$ cat config.mk
export PLATFORM = sky130hd
export DESIGN_NAME = rot_arb_sequencer
export DESIGN_NICKNAME = d
export VERILOG_FILES = /design/src/rtl/rot_arb_sequencer.sv
export SDC_FILE = /design/constraint.sdc
export NUM_CORES = 1
export LEC_CHECK = 0
export CAP_MARGIN = 20
export CORE_MARGIN = 2
export CORE_UTILIZATION = 39
export CTS_BUF_LIST = sky130_fd_sc_hd__clkbuf_4 sky130_fd_sc_hd__clkbuf_8
export CTS_CLUSTER_DIAMETER = 100
export DETAILED_ROUTE_END_ITERATION = 10
export PLACE_DENSITY_LB_ADDON = 0.12
export REMOVE_ABC_BUFFERS = 1
export SLEW_MARGIN = 20
export SYNTH_ARGS = -nofsm -noshare
export SYNTH_HDL_FRONTEND = slang
export SYNTH_SLANG_ARGS = --single-unit
export TNS_END_PERCENT = 1
$ cat constraint.sdc
create_clock -name clk -period 1.4 [get_ports clk]
set_input_delay 0.28 -clock clk [delete_from_list [all_inputs] [get_ports clk]]
set_output_delay 0.28 -clock clk [all_outputs]
set_load 0.005 [all_outputs]
$ cat src/rtl/rot_arb_sequencer.sv
`default_nettype none
// ============================================================================
// Module   : rot_arb_sequencer
// Purpose  : Round-robin arbiter and step sequencer sharing one external
//            8-bit combinational rotator between two requesters. A granted
//            request is rotated COUNT times by the same amount/direction
//            and the final word is returned on a valid/ready response port
//            tagged with the requester ID.
// Ports    : clk, rst                 - clock, synchronous active-high reset
//            req{0,1}_valid/ready     - request handshake per requester
//            req{0,1}_data/amt/left/count - operand, step amount, direction,
//                                       number of steps
//            rsp_valid/ready, rsp_data, rsp_id - response handshake
//            rot_in/rot_sel/rot_left  - drive the external rotator
//            rot_out                  - external rotator result
//            busy                     - controller not idle
// Revision : 1.0 - initial release
// ============================================================================
module rot_arb_sequencer #(
    parameter int CNT_W = 4,
    parameter int WIDTH = 8
) (
    input  logic             clk,
    input  logic             rst,

    input  logic             req0_valid,
    output logic             req0_ready,
    input  logic [WIDTH-1:0] req0_data,
    input  logic [2:0]       req0_amt,
    input  logic             req0_left,
    input  logic [CNT_W-1:0] req0_count,

    input  logic             req1_valid,
    output logic             req1_ready,
    input  logic [WIDTH-1:0] req1_data,
    input  logic [2:0]       req1_amt,
    input  logic             req1_left,
    input  logic [CNT_W-1:0] req1_count,

    output logic             rsp_valid,
    input  logic             rsp_ready,
    output logic [WIDTH-1:0] rsp_data,
    output logic             rsp_id,

    output logic [WIDTH-1:0] rot_in,
    output logic [2:0]       rot_sel,
    output logic             rot_left,
    input  logic [WIDTH-1:0] rot_out,

    output logic             busy
);

    typedef enum logic [1:0] {
        S_IDLE = 2'd0,
        S_RUN  = 2'd1,
        S_RESP = 2'd2
    } state_t;

    localparam logic [CNT_W-1:0] c_cnt_zero = '0;
    localparam logic [CNT_W-1:0] c_cnt_one  = CNT_W'(1);

    state_t           r_state;
    logic [WIDTH-1:0] r_acc;
    logic [2:0]       r_amt;
    logic             r_dir;
    logic [CNT_W-1:0] r_remaining;
    logic             r_id;
    logic             r_last_grant;
    logic             r_rsp_valid;
    logic [WIDTH-1:0] r_rsp_data;
    logic             r_rsp_id;

    logic             w_idle;
    logic             w_winner;
    logic             w_accept;
    logic [WIDTH-1:0] w_sel_data;
    logic [2:0]       w_sel_amt;
    logic             w_sel_left;
    logic [CNT_W-1:0] w_sel_count;

    assign w_idle = (r_state == S_IDLE);

    // On a tie the requester that did not win last time is favoured.
    always_comb begin
        w_winner = 1'b0;
        if (req0_valid && req1_valid) begin
            w_winner = ~r_last_grant;
        end else if (req1_valid) begin
            w_winner = 1'b1;
        end
    end

    assign req0_ready = w_idle && req0_valid && !w_winner;
    assign req1_ready = w_idle && req1_valid &&  w_winner;
    assign w_accept   = req0_ready || req1_ready;

    assign w_sel_data  = w_winner ? req1_data  : req0_data;
    assign w_sel_amt   = w_winner ? req1_amt   : req0_amt;
    assign w_sel_left  = w_winner ? req1_left  : req0_left;
    assign w_sel_count = w_winner ? req1_count : req0_count;

    always_ff @(posedge clk) begin
        if (rst) begin
            r_state      <= S_IDLE;
            r_acc        <= '0;
            r_amt        <= '0;
            r_dir        <= 1'b0;
            r_remaining  <= '0;
            r_id         <= 1'b0;
            r_last_grant <= 1'b1;
            r_rsp_valid  <= 1'b0;
            r_rsp_data   <= '0;
            r_rsp_id     <= 1'b0;
        end else begin
            case (r_state)
                S_IDLE: begin
                    if (w_accept) begin
                        r_acc        <= w_sel_data;
                        r_amt        <= w_sel_amt;
                        r_dir        <= w_sel_left;
                        r_remaining  <= w_sel_count;
                        r_id         <= w_winner;
                        r_last_grant <= w_winner;
                        if (w_sel_count == c_cnt_zero) begin
                            // Zero steps: the operand is the result.
                            r_state     <= S_RESP;
                            r_rsp_valid <= 1'b1;
                            r_rsp_data  <= w_sel_data;
                            r_rsp_id    <= w_winner;
                        end else begin
                            r_state <= S_RUN;
                        end
                    end
                end
                S_RUN: begin
                    r_acc       <= rot_out;
                    r_remaining <= r_remaining - c_cnt_one;
                    // Last step: capture the rotator output directly so the
                    // response is ready on the same edge.
                    if (r_remaining == c_cnt_one) begin
                        r_state     <= S_RESP;
                        r_rsp_valid <= 1'b1;
                        r_rsp_data  <= rot_out;
                        r_rsp_id    <= r_id;
                    end
                end
                S_RESP: begin
                    if (rsp_ready) begin
                        r_state     <= S_IDLE;
                        r_rsp_valid <= 1'b0;
                    end
                end
                default: begin
                    r_state     <= S_IDLE;
                    r_rsp_valid <= 1'b0;
                end
            endcase
        end
    end

    assign rsp_valid = r_rsp_valid;
    assign rsp_data  = r_rsp_data;
    assign rsp_id    = r_rsp_id;
    assign rot_in    = r_acc;
    assign rot_sel   = r_amt;
    assign rot_left  = r_dir;
    assign busy      = (r_state != S_IDLE);

endmodule
`default_nettype wire

The clock network:
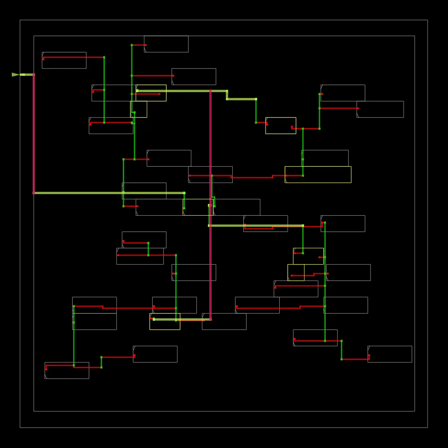
layout sequential cell count: 30
power attributed to the clock group: 0.904 mW

Port wiring:
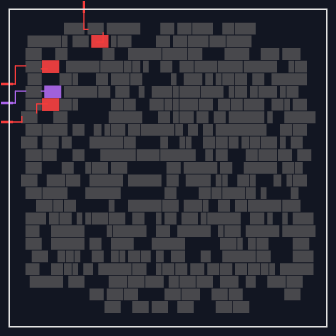
req1_amt: marked red, bits 3, direction input, edge 2 left, 1 top, end cells 3, buffers 3, wire 24.1 um. req0_left: marked purple, bits 1, direction input, edge left, end cells 1, buffers 1, wire 6.50 um.
boundary pin count: 70
count of buffers from port buffering: 69

==> notes.md <==
The synthesis and PnR run went through. Setup slack after placement landed at -0.658 ns. The warning tally printed by Yosys for this design is 0. Final non-filler cell total landed at 335. Number of enable flip-flop cells landed at 0. Data arrives at the worst endpoint at 1.24 ns. Height of the die landed at 67.9 um. DRC violation count after routing landed at 0.

Reg2reg setup slack landed at -0.11 ns. Per the run report, area growth between synthesis and finish was 73.9%. In this run the critical register-to-register path is launched from r_last_grant. Switching power as a fraction of the total was reported as 0.346.

Of the synthesized area, sequential elements account for 0.377. The slew check shows that the tightest pin keeps a relative margin of 0.810. The first global-routing pass estimated 7480 um of wire. In the post-synthesis netlist, the biggest area contributors are sky130_fd_sc_hd__dfxtp_1 38%, sky130_fd_sc_hd__mux2_2 9.2%, sky130_fd_sc_hd__o211ai_1 8.9%.

Cell depth of the worst flop-to-flop path landed at 6. The power report attributes to the sequential group a share of 0.289. The endpoint of the worst hold path is reported as rot_in[4]. Max-cap violation count landed at 0. The tightest min-delay check is of the reg2reg type. The flow ran to the end, but the final reports show violations. Per the STA report, the cell with the highest stage delay on the worst path is sky130_fd_sc_hd__dfxtp_2.

In the layout the commonest cells are 35 x sky130_fd_sc_hd__clkdlybuf4s50_1, 28 x sky130_fd_sc_hd__buf_4, 27 x sky130_fd_sc_hd__dlygate4sd2_1, 25 x sky130_fd_sc_hd__nand2_1, 25 x sky130_fd_sc_hd__dfxtp_1. Per the hold report, the tightest min-delay path originates at rot_in[4]. Per the cell usage report, the commonest logic cell in the layout is sky130_fd_sc_hd__clkdlybuf4s50_1.

The most critical setup path has its endpoint at busy. Summing over every cut layer, the via total after detailed routing is 1705. Setup violation total in the final timing report landed at 23. Measured along the x axis, the die boundary spans 67.9 um.

Once detail routing completed, the nets flagged for antenna violations numbered 0. Net total in the final layout landed at 331. Least setup slack across all paths after layout landed at -0.118 ns. Count of state elements after synthesis landed at 30. For this block, the routed nets add up to 4450 um of wire. The checks that failed: setup timing. The gate-level netlist out of Yosys references 32 unique cell types. After technology mapping, the gate count stands at 183. The root buffer cell chosen for the clock tree is sky130_fd_sc_hd__clkbuf_8.
Sequential cells grouped by signal name:
Bar = 20 um. Other sequential cells in the stronger grey, the rest of the logic in the fainter grey.
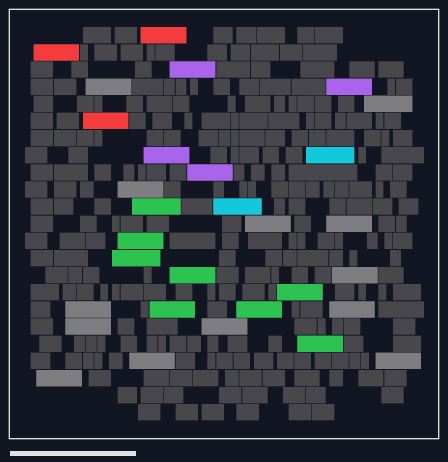
r_state: marked cyan, flops 2. r_remaining: marked purple, flops 4, where top middle. rsp_data: marked green, flops 8. rot_sel: marked red, flops 3.
sequential cell area: 607 um2
flip-flop and latch power: 1.37 mW
final standard cell utilization of the core: 0.698
sequential cell area share: 0.219

[power by group through the flow]
stage	registers, mW	logic (mW)	clock network (mW)
after detailed placement	1.36	2.49	0
after floorplan	1.39	1.07	0
after global placement	1.36	2.46	0
after global routing	1.41	2.74	0.941
final	1.37	2.47	0.904
after CTS	1.37	2.45	0.912
[area by class of cell]
class,instances,area [um2],area share
Clock inverter,1,30.0,0.0108
Multi-Input combinational cell,138,993,0.358
Timing Repair Buffer,105,981,0.354
Inverter,4,15.0,0.00542
Clock buffer,7,83.8,0.0302
Tap cell,50,62.6,0.0226
Sequential cell,30,607,0.219
[per-layer routing]
metal / track usage / wire [um]
met1: 0.265 / 1950
met2: 0.369 / 2130
met3: 0.0559 / 305
met4: 0.0675 / 57
met5: 0 / 0
[synth_stat cells (2+ instances only)]
library cell / n
sky130_fd_sc_hd__dfxtp_1: 30
sky130_fd_sc_hd__nand2_1: 25
sky130_fd_sc_hd__o211ai_1: 19
sky130_fd_sc_hd__a21oi_1: 15
sky130_fd_sc_hd__nor2_1: 14
sky130_fd_sc_hd__mux2_2: 13
sky130_fd_sc_hd__mux2i_1: 13
sky130_fd_sc_hd__nand2b_1: 10
sky130_fd_sc_hd__a211oi_1: 7
sky130_fd_sc_hd__clkbuf_1: 5
sky130_fd_sc_hd__buf_2: 3
sky130_fd_sc_hd__inv_1: 3
sky130_fd_sc_hd__buf_6: 2
sky130_fd_sc_hd__ha_1: 2
sky130_fd_sc_hd__nor2b_1: 2
sky130_fd_sc_hd__nor3_1: 2
sky130_fd_sc_hd__nor4_1: 2
sky130_fd_sc_hd__o21ai_0: 2
[logic make-up after synthesis]
group,share of synthesized area
adders and majority gates,0.0157
buffers and inverters,0.0494
muxes,0.173
DFF,0.377
and+or+nand+nor,0.177
AOI/OAI and AO/OA,0.208
No activity file was given, so power comes from the tool's default toggle rates.
